==> src/rtl/fifo_burst_reader_pkg.sv <==
// Shared types and constants for the FIFO burst reader and its output buffer.
package fifo_burst_reader_pkg;

  typedef enum logic [1:0] {
    IDLE  = 2'd0,
    BURST = 2'd1,
    DRAIN = 2'd2
  } state_t;

  // Ceiling log2; returns 0 for values 0 and 1.
  function automatic int unsigned clog2(input int unsigned value);
    int unsigned v;
    int unsigned r;
    r = 0;
    v = (value > 0) ? value - 1 : 0;
    while (v > 0) begin
      r = r + 1;
      v = v >> 1;
    end
    return r;
  endfunction

  localparam int unsigned SKID_DEPTH = 2;
  localparam int unsigned SKID_CNT_W = clog2(SKID_DEPTH + 1);
  localparam int unsigned SKID_PTR_W = clog2(SKID_DEPTH);

endpackage

==> src/rtl/fifo_burst_reader_if.sv <==
// FIFO read-side and output stream signals of the burst reader.
interface fifo_burst_reader_if #(
  parameter int unsigned DATA_WIDTH = 3,
  parameter int unsigned ADDR_WIDTH = 3
);
  logic                  fifo_rd_en;
  logic [DATA_WIDTH-1:0] fifo_rd_date;
  logic                  fifo_empty;
  logic [ADDR_WIDTH:0]   fifo_cnt;
  logic                  flush;
  logic                  m_valid;
  logic                  m_ready;
  logic [DATA_WIDTH-1:0] m_data;
  logic                  m_last;
  logic                  busy;
  logic                  burst_done;

  modport master (
    output fifo_rd_en,
    input  fifo_rd_date, fifo_empty, fifo_cnt, flush,
    output m_valid,
    input  m_ready,
    output m_data, m_last, busy, burst_done
  );

  modport slave (
    input  fifo_rd_en,
    output fifo_rd_date, fifo_empty, fifo_cnt, flush,
    input  m_valid,
    output m_ready,
    input  m_data, m_last, busy, burst_done
  );
endinterface

==> src/rtl/fifo_burst_reader_skid_buf.sv <==
// Two-entry valid/ready buffer holding words popped from the FIFO until accepted.
module fifo_skid_buf
  import fifo_burst_reader_pkg::*;
#(
  parameter int unsigned DATA_WIDTH = 3
) (
  input  logic                  clk,
  input  logic                  rst_n,
  input  logic                  wr_valid,
  input  logic [DATA_WIDTH-1:0] wr_data,
  output logic                  rd_valid,
  input  logic                  rd_ready,
  output logic [DATA_WIDTH-1:0] rd_data,
  output logic [SKID_CNT_W-1:0] count
);

  logic [DATA_WIDTH-1:0] mem_q [SKID_DEPTH];
  logic [SKID_PTR_W-1:0] wr_ptr_q;
  logic [SKID_PTR_W-1:0] rd_ptr_q;
  logic [SKID_CNT_W-1:0] count_q;
  logic                  pop;

  assign rd_valid = (count_q != '0);
  assign pop      = rd_valid && rd_ready;
  assign rd_data  = mem_q[rd_ptr_q];
  assign count    = count_q;

  // Circular storage; simultaneous write and pop keeps the count and order.
  always_ff @(posedge clk) begin
    if (!rst_n) begin
      for (int unsigned i = 0; i < SKID_DEPTH; i++) mem_q[i] <= '0;
      wr_ptr_q <= '0;
      rd_ptr_q <= '0;
      count_q  <= '0;
    end else begin
      if (wr_valid) begin
        mem_q[wr_ptr_q] <= wr_data;
        wr_ptr_q        <= wr_ptr_q + SKID_PTR_W'(1);
      end
      if (pop) rd_ptr_q <= rd_ptr_q + SKID_PTR_W'(1);
      count_q <= count_q + SKID_CNT_W'(wr_valid) - SKID_CNT_W'(pop);
    end
  end

endmodule

==> src/rtl/fifo_burst_reader.sv <==
// Pops bursts from a synchronous FIFO and re-presents them as a valid/ready stream with last.
module fifo_burst_reader
  import fifo_burst_reader_pkg::*;
#(
  parameter int unsigned DATA_WIDTH = 3,
  parameter int unsigned ADDR_WIDTH = 3,
  parameter int unsigned BURST_LEN  = 4
) (
  input  logic              clk,
  input  logic              rst_n,
  fifo_burst_reader_if.master bus
);

  localparam int unsigned CW = ADDR_WIDTH + 1;
  localparam int unsigned OW = SKID_CNT_W + 1;
  localparam logic [CW-1:0] BURST_LEN_W = CW'(BURST_LEN);

  state_t                state_q, state_d;
  logic [CW-1:0]         len_q, len_d;
  logic [CW-1:0]         issued_q, accepted_q;
  logic                  inflight_q;
  logic                  done_q, done_d;
  logic [SKID_CNT_W-1:0] buf_cnt;
  logic                  buf_valid;
  logic [DATA_WIDTH-1:0] buf_data;
  logic                  pop;
  logic                  issue;
  logic                  last_beat;
  logic [OW-1:0]         occupancy;

  assign pop       = buf_valid && bus.m_ready;
  assign last_beat = buf_valid && (accepted_q == len_q - CW'(1));
  // Words already held or on their way, minus the one leaving this cycle.
  assign occupancy = OW'(buf_cnt) + OW'(inflight_q) - OW'(pop);
  assign issue     = (state_q == BURST) && !bus.fifo_empty && (issued_q < len_q)
                     && (occupancy < OW'(SKID_DEPTH));

  assign bus.fifo_rd_en = issue;
  assign bus.m_valid    = buf_valid;
  assign bus.m_data     = buf_data;
  assign bus.m_last     = last_beat;
  assign bus.busy       = (state_q != IDLE);
  assign bus.burst_done = done_q;

  fifo_skid_buf #(
    .DATA_WIDTH(DATA_WIDTH)
  ) u_skid (
    .clk      (clk),
    .rst_n    (rst_n),
    .wr_valid (inflight_q),
    .wr_data  (bus.fifo_rd_date),
    .rd_valid (buf_valid),
    .rd_ready (bus.m_ready),
    .rd_data  (buf_data),
    .count    (buf_cnt)
  );

  // Next-state: a full burst has priority over a flush of the partial remainder.
  always_comb begin
    state_d = state_q;
    len_d   = len_q;
    done_d  = 1'b0;
    case (state_q)
      IDLE: begin
        if (bus.fifo_cnt >= BURST_LEN_W) begin
          len_d   = BURST_LEN_W;
          state_d = BURST;
        end else if (bus.flush && !bus.fifo_empty) begin
          len_d   = bus.fifo_cnt;
          state_d = BURST;
        end
      end
      BURST: begin
        if (issue && (issued_q + CW'(1) == len_q)) state_d = DRAIN;
      end
      DRAIN: begin
        if (pop && last_beat) begin
          state_d = IDLE;
          done_d  = 1'b1;
        end
      end
      default: state_d = IDLE;
    endcase
  end

  always_ff @(posedge clk) begin
    if (!rst_n) begin
      state_q    <= IDLE;
      len_q      <= '0;
      issued_q   <= '0;
      accepted_q <= '0;
      inflight_q <= 1'b0;
      done_q     <= 1'b0;
    end else begin
      state_q    <= state_d;
      len_q      <= len_d;
      done_q     <= done_d;
      inflight_q <= issue;
      if (state_q == IDLE) begin
        issued_q   <= '0;
        accepted_q <= '0;
      end else begin
        if (issue) issued_q <= issued_q + CW'(1);
        if (pop) accepted_q <= accepted_q + CW'(1);
      end
    end
  end

endmodule
==> src/flat_wrapper.sv <==
// flat-port wrapper written by rule: the top's interface ports become plain ports
module fifo_burst_reader_flat import fifo_burst_reader_pkg::*;
#(
  parameter int unsigned DATA_WIDTH = 3,
  parameter int unsigned ADDR_WIDTH = 3,
  parameter int unsigned BURST_LEN  = 4
)
  (clk, rst_n, bus_fifo_rd_en, bus_fifo_rd_date, bus_fifo_empty, bus_fifo_cnt, bus_flush, bus_m_valid, bus_m_ready, bus_m_data, bus_m_last, bus_busy, bus_burst_done);
  fifo_burst_reader_if #(.DATA_WIDTH(DATA_WIDTH), .ADDR_WIDTH(ADDR_WIDTH)) bus_i ();
  input  logic clk;
  input  logic rst_n;
  output wire logic [$bits(bus_i.fifo_rd_en)-1:0] bus_fifo_rd_en;
  input wire logic [$bits(bus_i.fifo_rd_date)-1:0] bus_fifo_rd_date;
  input wire logic [$bits(bus_i.fifo_empty)-1:0] bus_fifo_empty;
  input wire logic [$bits(bus_i.fifo_cnt)-1:0] bus_fifo_cnt;
  input wire logic [$bits(bus_i.flush)-1:0] bus_flush;
  output wire logic [$bits(bus_i.m_valid)-1:0] bus_m_valid;
  input wire logic [$bits(bus_i.m_ready)-1:0] bus_m_ready;
  output wire logic [$bits(bus_i.m_data)-1:0] bus_m_data;
  output wire logic [$bits(bus_i.m_last)-1:0] bus_m_last;
  output wire logic [$bits(bus_i.busy)-1:0] bus_busy;
  output wire logic [$bits(bus_i.burst_done)-1:0] bus_burst_done;
  assign bus_fifo_rd_en = bus_i.fifo_rd_en;
  assign bus_i.fifo_rd_date = bus_fifo_rd_date;
  assign bus_i.fifo_empty = bus_fifo_empty;
  assign bus_i.fifo_cnt = bus_fifo_cnt;
  assign bus_i.flush = bus_flush;
  assign bus_m_valid = bus_i.m_valid;
  assign bus_i.m_ready = bus_m_ready;
  assign bus_m_data = bus_i.m_data;
  assign bus_m_last = bus_i.m_last;
  assign bus_busy = bus_i.busy;
  assign bus_burst_done = bus_i.burst_done;
  fifo_burst_reader #(.DATA_WIDTH(DATA_WIDTH), .ADDR_WIDTH(ADDR_WIDTH), .BURST_LEN(BURST_LEN)) u_core (.clk(clk), .rst_n(rst_n), .bus(bus_i));
endmodule
==> config.mk <==
export PLATFORM = sky130hd
export DESIGN_NAME = fifo_burst_reader_flat
export DESIGN_NICKNAME = d
export VERILOG_FILES = /design/src/rtl/fifo_burst_reader_pkg.sv /design/src/rtl/fifo_burst_reader_if.sv /design/src/rtl/fifo_burst_reader_skid_buf.sv /design/src/rtl/fifo_burst_reader.sv /design/src/flat_wrapper.sv
export SDC_FILE = /design/constraint.sdc
export NUM_CORES = 1
export LEC_CHECK = 0
export ABC_AREA = 0
export CORE_MARGIN = 2
export CORE_UTILIZATION = 45
export DETAILED_ROUTE_END_ITERATION = 16
export PLACE_DENSITY = 0.64
export REMOVE_ABC_BUFFERS = 1
export SYNTH_ARGS = -nofsm -noshare
export SYNTH_HDL_FRONTEND = slang
export SYNTH_SLANG_ARGS = --single-unit
==> constraint.sdc <==
create_clock -name clk -period 4.6 [get_ports clk]
set_input_delay 1.38 -clock clk [delete_from_list [all_inputs] [get_ports clk]]
set_output_delay 1.38 -clock clk [all_outputs]
set_load 0.01 [all_outputs]
==> results.sh <==
# source this file to load flow results
export IMPL_antenna_found_initial=0
export IMPL_final_min_clock_period_ns=4.399
export IMPL_r2r_start="u_core.u_skid.count[1]"
export IMPL_hpwlAfterDp_mm=2.204
export IMPL_maxCapViolCount=0
export IMPL_postSynthSeqShare_pct=42.86
export IMPL_tool_warnings=25
export IMPL_clk_latency_ns=0.33
export IMPL_max_stage_delay_ns=0.43
export IMPL_cts_sinks=27
export IMPL_grt_max_degree=17
export IMPL_place_congestion=0.8232
export IMPL_arrival_ns=3.02
export IMPL_yosysUniqueCellTypes=34
export IMPL_antenna_left=0
export IMPL_root_buffer="clkbuf_4"
export IMPL_drt_met1_wl_mm=1.294
export IMPL_end_kind="output port"
export IMPL_port_buffers=19
export IMPL_p_leak_uw=0.0006995
export IMPL_power_density_mw_per_mm2=368.9
export IMPL_cts_buffers=3
export IMPL_p_total_uw=649.8
export IMPL_status="completed"
export IMPL_nNetsFinal=206
export IMPL_ios=20
export IMPL_grt_pass1_wl_mm=4.905
export IMPL_ys_flops=27
export IMPL_cts_path_max_buffers=2
export IMPL_critPathLaunchType="primary input"
export IMPL_cts_tree="yes"
export IMPL_fp_util_pct=46.67
export IMPL_hold_depth=2
export IMPL_syn_area_per_cell_um2=9.405
export IMPL_diodes=0
export IMPL_drc_errors=0
export IMPL_dp_slack_ns=-0.5952
export IMPL_highest_layer="met4"
export IMPL_layout_setup_ws_ns=0.2010
export IMPL_final_common_cell="dfxtp_1"
export IMPL_postCtsHoldBufs=0
export IMPL_die_area_mm2=0.003577
export IMPL_min_path_type="flip-flop to flip-flop"
export IMPL_cp_slowest_cell="fa_1"
export IMPL_routed_wl_met2_mm=1.480
export IMPL_drt_first_pass_iters=4
export IMPL_postCtsSetupBuffers=13
export IMPL_busiest_layer="met2"
export IMPL_fp_coreArea_mm2=0.003003
export IMPL_setup_viol=0
export IMPL_grt_pass1_vias=1097
export IMPL_lay_top_cells="dfxtp_1 (21), nor2_1 (19), clkdlybuf4s50_1 (17), buf_4 (14), inv_1 (13)"
export IMPL_finalMaxSlewViolations=0
export IMPL_nFillCells=277
export IMPL_max_slew_margin_pct=52.69
export IMPL_fmax_ghz=0.2273
export IMPL_peakVddDrop_uv=233.6
export IMPL_core_rowCount=20
export IMPL_min_delay_start="u_core.u_skid.wr_ptr_q"
export IMPL_grt_overflow_total=0
export IMPL_die_h_um=59.81
export IMPL_post_route_period_util_pct=95.63
export IMPL_netlist_instances=149
export IMPL_tightest_slew_ns=0.7049
export IMPL_worstPathRequired_ns=3.22
export IMPL_drt_initial_drc_count=39
==> Yosys cell counts <==
cell      number  area share, %
mux2i_1        1           0.71
nor3_1         4            1.4
nor4_1         1           0.45
xor3_4         1            2.0
o31ai_1        3            1.6
fa_1           1            1.4
mux2_2         3            2.4
nand2_1       11            2.9
xor3_1         1            1.7
or2_2          1           0.45
ha_1           9            8.0
a311o_1        1           0.71
edfxtp_1       6             13
o31a_2         1           0.71
xor2_1         6            3.7
and3_1         3            1.3
nand3_1        5            1.8
o21ai_1        1           0.36
nand4_1        4            1.8
o311ai_0       1           0.63
nor2b_1        3            1.3
nor2_1        19            5.1
o41ai_1        1           0.63
or4_1          2            1.1
clkbuf_1       3           0.80
o21a_1         2            1.1
and2_1         2           0.89
a21oi_1        9            3.2
o21ai_0        2           0.71
or3_1          1           0.45
dfxtp_1       21             30
xnor2_1        6            3.7
nand2b_1       1           0.45
inv_1         13            3.5
==> through the flow <==
stage	hold WS (ns)	cell area [µm²]	setup TNS, ns	std cells
5_1_grt	0.5199	1762	0	216
2_1_floorplan	0.4445	1390	0	146
4_1_cts	0.4925	1767	0	216
3_5_place_dp	0.4728	1637	-0.5952	200
6_report	0.4850	1762	0	216
3_3_place_gp	0.4564	1637	-0.5570	200
==> final cells by class <==
class	count	area, µm²	area share [%]
clock buffers	3	22.52	1.278
inverters	13	48.80	2.770
multi-input cells	106	755.7	42.90
clock inverters	1	7.507	0.4261
well taps	33	41.29	2.344
repair buffers	33	285.3	16.19
flip-flops and latches	27	600.6	34.09
==> registers in the layout, indices dropped and copies added, names as in the netlist, named ones only <==
name	flops
u_core.u_skid.mem_q	6
u_core.u_skid.rd_ptr_q	1
u_core.accepted_q	4
u_core.inflight_q	1
u_core.u_skid.wr_ptr_q	1
u_core.len_q	4
u_core.issued_q	4
u_core.state_q	2
u_core.u_skid.count	2
u_core.bus.burst_done	1
==> critical path, delay by kind of cell <==
| kind | cells | cell delay [ns] |
|---|---|---|
| compound gates | 1 | 0.10 |
| simple gates | 3 | 0.38 |
| buf+inv | 3 | 0.28 |
| fa+ha+maj | 3 | 0.88 |
==> kinds of logic (layout without fill, tap and decap cells) <==
family / after synthesis / in the layout / share of synthesized area, %
mux: 4 / 4 / 3.125
fa+ha+maj: 10 / 10 / 9.464
buf+inv: 16 / 50 / 4.286
compound gates: 21 / 21 / 9.642
flops: 27 / 27 / 42.86
simple gates: 57 / 57 / 19.46
xor+xnor: 14 / 14 / 11.16
==> worst max path at each step <==
stage                     end  cells after the start  slack (ns)        start
2_1_floorplan  bus_fifo_rd_en                      8        0.12  bus_m_ready
3_3_place_gp   bus_fifo_rd_en                     10       -0.56  bus_m_ready
3_5_place_dp   bus_fifo_rd_en                     10       -0.60  bus_m_ready
4_1_cts        bus_fifo_rd_en                     10        0.03  bus_m_ready
5_1_grt        bus_fifo_rd_en                     10        0.06  bus_m_ready
6_report       bus_fifo_rd_en                     10        0.20  bus_m_ready
==> power breakdown <==
part	switching, µW	total, µW	leakage, µW	internal, µW
clock network	74.4	108	0.0000139	33.3
registers	17.1	281	0.000232	264
logic	111	261	0.000453	150
m2.png
Scale: 8 px per µm.
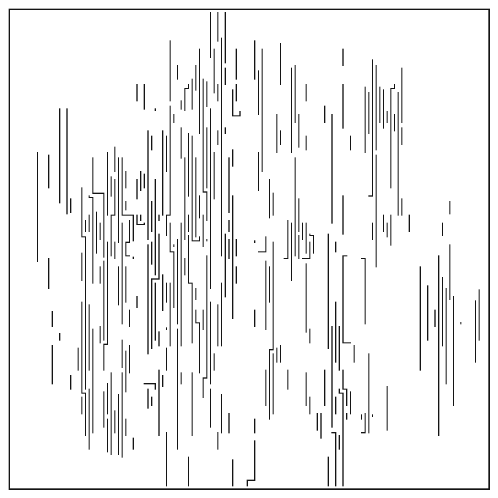
The longest straight run is 27.2 µm. The wires run mostly vertical. The layer carries 1,480 µm of wire.
routed vias: 1,166
wirelength, routed: 2.943 mm
M2 GR Usage: 32.30%

congestion_map.png
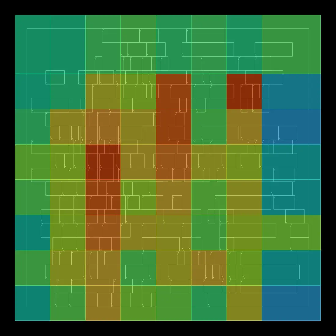
global routing met3 resource utilization: 4.762%
final core occ: 58.67%
grt met1 use: 22.31%
GR Util All Layers: 18.36%
Avg WL per Cell: 13.63 µm

m3.png
Scale: 4 px per µm. Cells faint in the background.
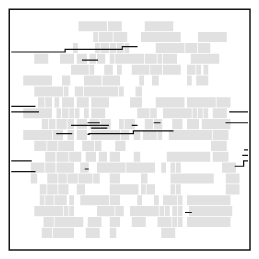
18 nets have wire on it. The wires run mostly horizontal. The longest straight run is 14.3 µm.

pinout.png
Scale: 8 px per µm. Pins as bars across the die edge, other pins in gray.
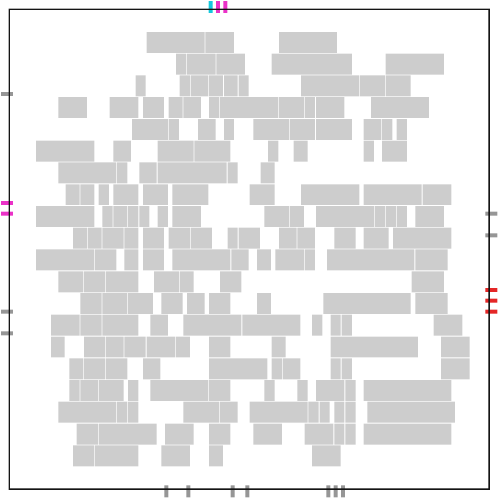
Key: red = bus_m_data [pins 3, direction output, edge right]; magenta = bus_fifo_cnt [pins 4, direction input, edge 2 top, 2 left]; cyan = bus_busy [pins 1, direction output, edge top]

m1.png
Scale: 6 px per µm. Cells faint in the background.
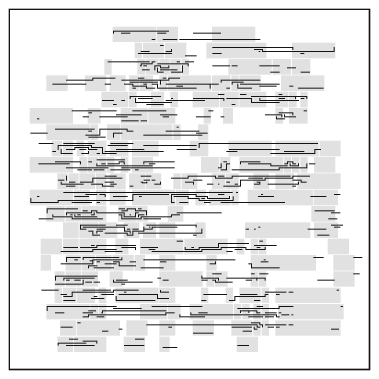
The wires run mostly horizontal. 186 nets have wire on it.

Power and IR drop assume default switching activity.
